File: config.mk
export PLATFORM = sky130hd
export DESIGN_NAME = pipe_stage_skid_flat
export DESIGN_NICKNAME = d
export VERILOG_FILES = /design/src/rtl/pipe_pkg.sv /design/src/rtl/pipe_stage_skid_if.sv /design/src/rtl/pipe_entry_reg.sv /design/src/rtl/pipe_stage_skid.sv /design/src/flat_wrapper.sv
export SDC_FILE = /design/constraint.sdc
export NUM_CORES = 1
export LEC_CHECK = 0
export CAP_MARGIN = 20
export CORE_MARGIN = 2
export CORE_UTILIZATION = 35
export CTS_BUF_LIST = sky130_fd_sc_hd__clkbuf_2 sky130_fd_sc_hd__clkbuf_4 sky130_fd_sc_hd__clkbuf_8
export DETAILED_ROUTE_END_ITERATION = 12
export SLEW_MARGIN = 20
export SYNTH_ARGS = -nofsm -noshare
export SYNTH_HDL_FRONTEND = slang
export SYNTH_SLANG_ARGS = --single-unit
File: constraint.sdc
create_clock -name clock -period 3.8 [get_ports clock]
set_input_delay 1.14 -clock clock [delete_from_list [all_inputs] [get_ports clock]]
set_output_delay 1.14 -clock clock [all_outputs]
set_load 0.005 [all_outputs]
File: src/rtl/pipe_pkg.sv
// pipe_pkg: occupancy encoding and packed control-vector layout shared by every stage register
package pipe_pkg;
    typedef enum logic [1:0] {OCC_EMPTY = 2'd0, OCC_ONE = 2'd1, OCC_FULL = 2'd2} occ_e;
    // Fields are ordered by how far down the pipe they travel, so each later boundary keeps a prefix
    localparam int W_REG_WRITE = 1, W_WB_SEL = 2, W_RD = 5, W_EXC = 8, W_CAUSE = 5, W_ERET = 1;
    localparam int W_MEM_READ = 1, W_MEM_WRITE = 1, W_MEM_SIZE = 3;
    localparam int W_ALU_OP = 5, W_ALU_SRC = 1, W_BRANCH = 1, W_JUMP = 1, W_CSR_OP = 3, W_PRIV = 2;
    localparam int OFF_REG_WRITE = 0;
    localparam int OFF_WB_SEL    = OFF_REG_WRITE + W_REG_WRITE;
    localparam int OFF_RD        = OFF_WB_SEL + W_WB_SEL;
    localparam int OFF_EXC       = OFF_RD + W_RD;
    localparam int OFF_CAUSE     = OFF_EXC + W_EXC;
    localparam int OFF_ERET      = OFF_CAUSE + W_CAUSE;
    localparam int OFF_MEM_READ  = OFF_ERET + W_ERET;
    localparam int OFF_MEM_WRITE = OFF_MEM_READ + W_MEM_READ;
    localparam int OFF_MEM_SIZE  = OFF_MEM_WRITE + W_MEM_WRITE;
    localparam int OFF_ALU_OP    = OFF_MEM_SIZE + W_MEM_SIZE;
    localparam int OFF_ALU_SRC   = OFF_ALU_OP + W_ALU_OP;
    localparam int OFF_BRANCH    = OFF_ALU_SRC + W_ALU_SRC;
    localparam int OFF_JUMP      = OFF_BRANCH + W_BRANCH;
    localparam int OFF_CSR_OP    = OFF_JUMP + W_JUMP;
    localparam int OFF_PRIV      = OFF_CSR_OP + W_CSR_OP;
    localparam int PIPE_CTRL_W   = OFF_PRIV + W_PRIV;
    localparam int IFID_CTRL_W   = PIPE_CTRL_W;
    localparam int IDEX_CTRL_W   = PIPE_CTRL_W;
    localparam int EXMEM_CTRL_W  = OFF_ALU_OP;
    localparam int MEMWB_CTRL_W  = OFF_MEM_READ;
endpackage

File: src/rtl/pipe_stage_skid_if.sv
// pipe_stage_skid_if: upstream/downstream handshake bundle of one pipeline stage register
interface pipe_stage_skid_if
    import pipe_pkg::*;
#(
    parameter int CTRL_W = PIPE_CTRL_W,
    parameter int DATA_W = 128,
    parameter int SIDE_W = 33
);
    logic              in_valid;
    logic              in_ready;
    logic [CTRL_W-1:0] in_ctrl;
    logic [DATA_W-1:0] in_data;
    logic [SIDE_W-1:0] in_side;
    logic              out_valid;
    logic              out_ready;
    logic [CTRL_W-1:0] out_ctrl;
    logic [DATA_W-1:0] out_data;
    logic [SIDE_W-1:0] out_side;
    logic [1:0]        occupancy;
    logic [15:0]       stall_cnt;
    modport master (
        output in_valid, in_ctrl, in_data, in_side, out_ready,
        input  in_ready, out_valid, out_ctrl, out_data, out_side, occupancy, stall_cnt
    );
    modport slave (
        input  in_valid, in_ctrl, in_data, in_side, out_ready,
        output in_ready, out_valid, out_ctrl, out_data, out_side, occupancy, stall_cnt
    );
endinterface

File: src/rtl/pipe_entry_reg.sv
// pipe_entry_reg: one valid+ctrl+data entry; ctrl is zero whenever the entry is invalid
module pipe_entry_reg
    import pipe_pkg::*;
#(
    parameter int CTRL_W = PIPE_CTRL_W,
    parameter int DATA_W = 128
) (
    input  logic              clk_i,
    input  logic              rst_i,
    input  logic              load_i,
    input  logic              clear_i,
    input  logic              clear_data_i,
    input  logic              valid_i,
    input  logic [CTRL_W-1:0] ctrl_i,
    input  logic [DATA_W-1:0] data_i,
    output logic              valid_o,
    output logic [CTRL_W-1:0] ctrl_o,
    output logic [DATA_W-1:0] data_o
);
    logic              valid_q;
    logic [CTRL_W-1:0] ctrl_q;
    logic [DATA_W-1:0] data_q;
    always_ff @(posedge clk_i) begin
        if (rst_i) begin
            valid_q <= 1'b0;
            ctrl_q  <= '0;
            data_q  <= '0;
        end else if (clear_i) begin
            valid_q <= 1'b0;
            ctrl_q  <= '0;
            if (clear_data_i) data_q <= '0;
        end else if (load_i) begin
            valid_q <= valid_i;
            ctrl_q  <= valid_i ? ctrl_i : '0;
            if (valid_i) data_q <= data_i;
        end
    end
    assign valid_o = valid_q;
    assign ctrl_o  = ctrl_q;
    assign data_o  = data_q;
endmodule

File: src/rtl/pipe_stage_skid.sv
// pipe_stage_skid: valid/ready pipeline stage register with optional two-entry skid, flush and stall counter
module pipe_stage_skid
    import pipe_pkg::*;
#(
    parameter int CTRL_W     = PIPE_CTRL_W,
    parameter int DATA_W     = 128,
    parameter int SIDE_W     = 33,
    parameter int SKID       = 1,
    parameter int CLEAR_DATA = 1
) (
    input logic             clock,
    input logic             reset,
    input logic             flush,
    pipe_stage_skid_if.slave bus
);
    occ_e              occ_q, occ_d;
    logic              ready_q, accept, drain, m_load, s_load, m_valid, s_valid;
    logic [CTRL_W-1:0] m_ctrl, s_ctrl;
    logic [DATA_W-1:0] m_data, s_data;
    logic [SIDE_W-1:0] side_q;
    logic [15:0]       stall_q;
    assign accept = bus.in_valid & bus.in_ready;
    assign drain  = m_valid & bus.out_ready;
    always_ff @(posedge clock) begin
        if (reset) begin
            occ_q   <= OCC_EMPTY;
            ready_q <= 1'b1;
        end else begin
            occ_q   <= occ_d;
            ready_q <= occ_d != OCC_FULL;
        end
    end
    always_comb begin
        occ_d = occ_q;
        unique case (occ_q)
            OCC_EMPTY: occ_d = accept ? OCC_ONE : OCC_EMPTY;
            OCC_ONE:   occ_d = (accept & ~drain) ? OCC_FULL : ((drain & ~accept) ? OCC_EMPTY : OCC_ONE);
            OCC_FULL:  occ_d = drain ? OCC_ONE : OCC_FULL;
            default:   occ_d = OCC_EMPTY;
        endcase
        if (flush) occ_d = OCC_EMPTY;
    end
    // The skid slot fills only when main is busy and not leaving; it empties into main on a drain.
    always_comb begin
        m_load = drain | (occ_q == OCC_EMPTY);
        s_load = (accept & (occ_q == OCC_ONE) & ~drain) | ((occ_q == OCC_FULL) & drain);
    end
    pipe_entry_reg #(.CTRL_W(CTRL_W), .DATA_W(DATA_W)) u_main (
        .clk_i(clock), .rst_i(reset), .load_i(m_load), .clear_i(flush),
        .clear_data_i(CLEAR_DATA != 0), .valid_i(s_valid | accept),
        .ctrl_i(s_valid ? s_ctrl : bus.in_ctrl), .data_i(s_valid ? s_data : bus.in_data),
        .valid_o(m_valid), .ctrl_o(m_ctrl), .data_o(m_data)
    );
    generate
        if (SKID != 0) begin : g_skid
            pipe_entry_reg #(.CTRL_W(CTRL_W), .DATA_W(DATA_W)) u_skid (
                .clk_i(clock), .rst_i(reset), .load_i(s_load), .clear_i(flush),
                .clear_data_i(CLEAR_DATA != 0), .valid_i(accept),
                .ctrl_i(bus.in_ctrl), .data_i(bus.in_data),
                .valid_o(s_valid), .ctrl_o(s_ctrl), .data_o(s_data)
            );
            assign bus.in_ready = ready_q;
        end else begin : g_single
            assign s_valid      = 1'b0;
            assign s_ctrl       = '0;
            assign s_data       = '0;
            assign bus.in_ready = bus.out_ready | ~m_valid;
        end
    endgenerate
    always_ff @(posedge clock) begin
        if (reset) begin
            side_q  <= '0;
            stall_q <= '0;
        end else begin
            side_q <= bus.in_side;
            if (m_valid & ~bus.out_ready & ~&stall_q) stall_q <= stall_q + 16'd1;
        end
    end
    assign bus.out_valid = m_valid;
    assign bus.out_ctrl  = m_ctrl;
    assign bus.out_data  = m_data;
    assign bus.out_side  = side_q;
    assign bus.occupancy = occ_q;
    assign bus.stall_cnt = stall_q;
endmodule

File: src/flat_wrapper.sv
// flat-port wrapper written by rule: the top's interface ports become plain ports
module pipe_stage_skid_flat import pipe_pkg::*;
#(
    parameter int CTRL_W     = PIPE_CTRL_W,
    parameter int DATA_W     = 128,
    parameter int SIDE_W     = 33,
    parameter int SKID       = 1,
    parameter int CLEAR_DATA = 1
)
  (clock, reset, flush, bus_in_valid, bus_in_ctrl, bus_in_data, bus_in_side, bus_out_ready, bus_in_ready, bus_out_valid, bus_out_ctrl, bus_out_data, bus_out_side, bus_occupancy, bus_stall_cnt);
  pipe_stage_skid_if #(.CTRL_W(CTRL_W), .DATA_W(DATA_W), .SIDE_W(SIDE_W)) bus_i ();
  input logic clock;
  input logic reset;
  input logic flush;
  input wire logic [$bits(bus_i.in_valid)-1:0] bus_in_valid;
  input wire logic [$bits(bus_i.in_ctrl)-1:0] bus_in_ctrl;
  input wire logic [$bits(bus_i.in_data)-1:0] bus_in_data;
  input wire logic [$bits(bus_i.in_side)-1:0] bus_in_side;
  input wire logic [$bits(bus_i.out_ready)-1:0] bus_out_ready;
  output wire logic [$bits(bus_i.in_ready)-1:0] bus_in_ready;
  output wire logic [$bits(bus_i.out_valid)-1:0] bus_out_valid;
  output wire logic [$bits(bus_i.out_ctrl)-1:0] bus_out_ctrl;
  output wire logic [$bits(bus_i.out_data)-1:0] bus_out_data;
  output wire logic [$bits(bus_i.out_side)-1:0] bus_out_side;
  output wire logic [$bits(bus_i.occupancy)-1:0] bus_occupancy;
  output wire logic [$bits(bus_i.stall_cnt)-1:0] bus_stall_cnt;
  assign bus_i.in_valid = bus_in_valid;
  assign bus_i.in_ctrl = bus_in_ctrl;
  assign bus_i.in_data = bus_in_data;
  assign bus_i.in_side = bus_in_side;
  assign bus_i.out_ready = bus_out_ready;
  assign bus_in_ready = bus_i.in_ready;
  assign bus_out_valid = bus_i.out_valid;
  assign bus_out_ctrl = bus_i.out_ctrl;
  assign bus_out_data = bus_i.out_data;
  assign bus_out_side = bus_i.out_side;
  assign bus_occupancy = bus_i.occupancy;
  assign bus_stall_cnt = bus_i.stall_cnt;
  pipe_stage_skid #(.CTRL_W(CTRL_W), .DATA_W(DATA_W), .SIDE_W(SIDE_W), .SKID(SKID), .CLEAR_DATA(CLEAR_DATA)) u_core (.clock(clock), .reset(reset), .flush(flush), .bus(bus_i));
endmodule
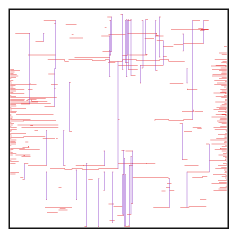
Figure 1: metal layers overlaid.
(1 px per um) Two of the layers only.
legend:
  red:
    layer: metal 3
    wire_length: 2580 um
  purple:
    layer: metal 4
    wire_length: 1960 um
GRT Resource Usage Total: 20.2%
drt wl/cell: 17.9 um
vias: 14.4k
final wirelength: 49.4 mm

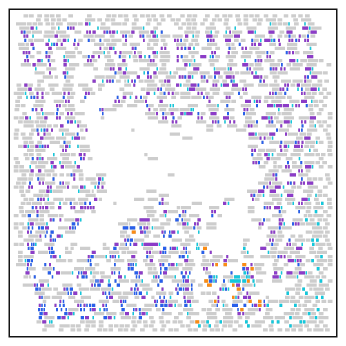
Figure 2: selected gate families.
(1.5 px per um)
legend:
  orange:
    family: and/or cells
    cells: 18
  blue:
    family: nand cells
    cells: 310
    where: all over the die
  purple:
    family: aoi and oai cells
    cells: 492
    where: all over the die
  cyan:
    family: nor cells
    cells: 224
    where: all over the die
dominant logic cell type in the layout: clkdlybuf4s50_1
Comb/total area: 33.3%
post-route insts no fill: 2755

==> impl_metrics.yaml <==
# generated from flow reports
timing:
  final.min_clock_period_ns: 2.93
  worstMarginPinSlew_ns: 0.799
  period_used_pct: 77.1
  setup_tns_ns: 0
synth:
  synthesis.area_um2: 15900
  ys_ff: 390
  edf_count: 0
  synth_chip_area_um2: 15900
  ys_seq_share_pct: 49.0
  syn_avg_cell_area_um2: 9.09
  yosys-top-cells-area: "dfxtp_1 49%, mux2i_1 8.2%, a21oi_1 5.7%"
pwr:
  clock_power_share_pct: 42.2
  power.share.combinational_pct: 12.2
  ir_drop_mv: 0.282
  p_switching_uw: 2390
  p_int_uw: 7010
  cellPowerDensity_nw_per_um2: 426
route:
  viasPerCell: 5.21
  drc: 0
  drt-pass1-iter-count: 5
cts:
  htreeDepth: 3
  ctsResizeCount: 0
  cts_made_buffers: 67
  cts_max_path_buffers: 3
  cts_setup_buffers: 0
floorplan:
  chipWidth_um: 217
  pin_count: 427
  fp.dieH_um: 217
critical_path:
  cp_max_fo: 9
  crit_family: "buffers and inverters"
  path_cells: "clkdlybuf4s50_1"
grt:
  grt_overflow_total: 0
  antenna_found_initial: 2
  grt_max_degree: 123
  grt_pass1_wl_mm: 76.5
final_layout:
  layout-drive-gt1-share_pct: 10.3
  nNetsFinal: 2311
status:
  status: "complete, no violations"
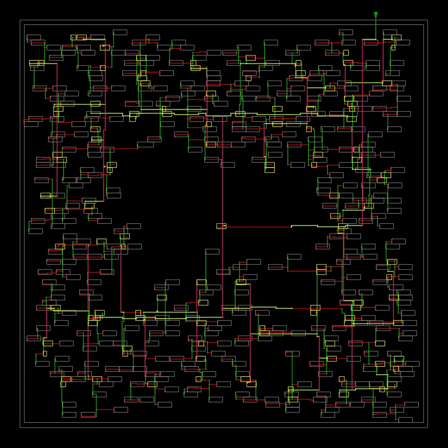
Figure 3: clock routing.
# clk buffers: 109
Seq Cell Count: 390
clock skew: 0.0354 ns
P_clk: 3970 uW
clk sinks: 390

==> power by group through the flow <==
| stage | Sequential, uW | Clock, uW | Combinational (uW) |
|---|---|---|---|
| after global placement | 4370 | 0 | 1140 |
| after floorplan | 4360 | 0 | 519 |
| after CTS | 4290 | 4100 | 1160 |
| after global routing | 4300 | 4270 | 1240 |
| after detailed placement | 4370 | 0 | 1150 |
| final | 4290 | 3970 | 1150 |
==> flip-flops by register name, indices dropped and copies added (netlist names) <==
register,flops
u_core.bus.out_side,33
u_core.bus.occupancy,2
u_core.bus.stall_cnt,16
u_core.u_main.ctrl_o,40
u_core.g_skid.u_skid.ctrl_o,40
u_core.bus.in_ready,1
u_core.g_skid.u_skid.data_o,128
u_core.g_skid.u_skid.valid_o,1
u_core.u_main.valid_o,1
u_core.u_main.data_o,128
==> metal layers <==
layer  wire [um]  vias to the layer above  share of wire, %  global-route usage (%)
met5           0                        -                 0                       0
met4        1960                        0               4.0                    9.79
met3        2580                      105               5.2                    4.26
met2       23200                      429                47                    32.5
met1       21600                     6831                44                    25.8
li1            -                     6987                 -                       -
==> worst paths after layout <==
check	start	to	slack, ns	cells after the start
worst min register to register	u_core.g_skid.u_skid.ctrl_o[37]	u_core.g_skid.u_skid.ctrl_o[37]	0.45	2
worst max register to register	u_core.g_skid.u_skid.valid_o	u_core.u_main.data_o[94]	1.59	3
worst max-delay path	u_core.u_main.valid_o	bus_out_valid	0.87	1
worst min-delay path	u_core.g_skid.u_skid.ctrl_o[37]	u_core.g_skid.u_skid.ctrl_o[37]	0.45	2
==> cell type report <==
cell class / count / area share, %
Timing Repair Buffer: 459 / 21.5
Clock buffer: 109 / 6.09
Antenna cell: 2 / 0.0227
Sequential cell: 390 / 35.4
Tap cell: 600 / 3.40
Clock inverter: 9 / 0.272
Multi-Input combinational cell: 1181 / 33.3
Inverter: 5 / 0.0851
==> cells in the mapped netlist (4+ instances only) <==
| library cell | n |
|---|---|
| a311oi_1 | 40 |
| nor2_1 | 181 |
| buf_6 | 10 |
| nand3_1 | 172 |
| a211oi_2 | 55 |
| inv_1 | 5 |
| nor3_1 | 4 |
| buf_2 | 48 |
| buf_1 | 20 |
| a21oi_1 | 180 |
| o21ai_1 | 24 |
| mux2i_1 | 130 |
| clkbuf_1 | 94 |
| nand3b_1 | 41 |
| dfxtp_1 | 390 |
| a211oi_1 | 75 |
| nand2_1 | 90 |
| o31ai_1 | 5 |
| buf_4 | 5 |
| o21ai_0 | 109 |
| nor2b_1 | 35 |
| or4_1 | 6 |
==> stage by stage <==
stage	worst slack (ns)	power, uW	cell area [um2]	hold slack (ns)	std cells
6_report	0.869	9400	22100	0.450	2755
5_1_grt	0.743	9800	22100	0.465	2755
4_1_cts	0.777	9540	22000	0.451	2753
3_5_place_dp	0.443	5530	20600	0.443	2635
3_3_place_gp	0.501	5510	20600	0.437	2635
2_1_floorplan	1.53	4880	15900	0.432	1753
==> kinds of logic after synthesis <==
group	after synthesis	share of synthesized area, %
compound gates	496	20.7
flops	390	49.0
buf+inv	182	5.25
mux	131	8.24
fa+ha+maj	1	0.0785
simple gates	552	16.7
xor+xnor	1	0.0550
Power and IR drop assume default switching activity.
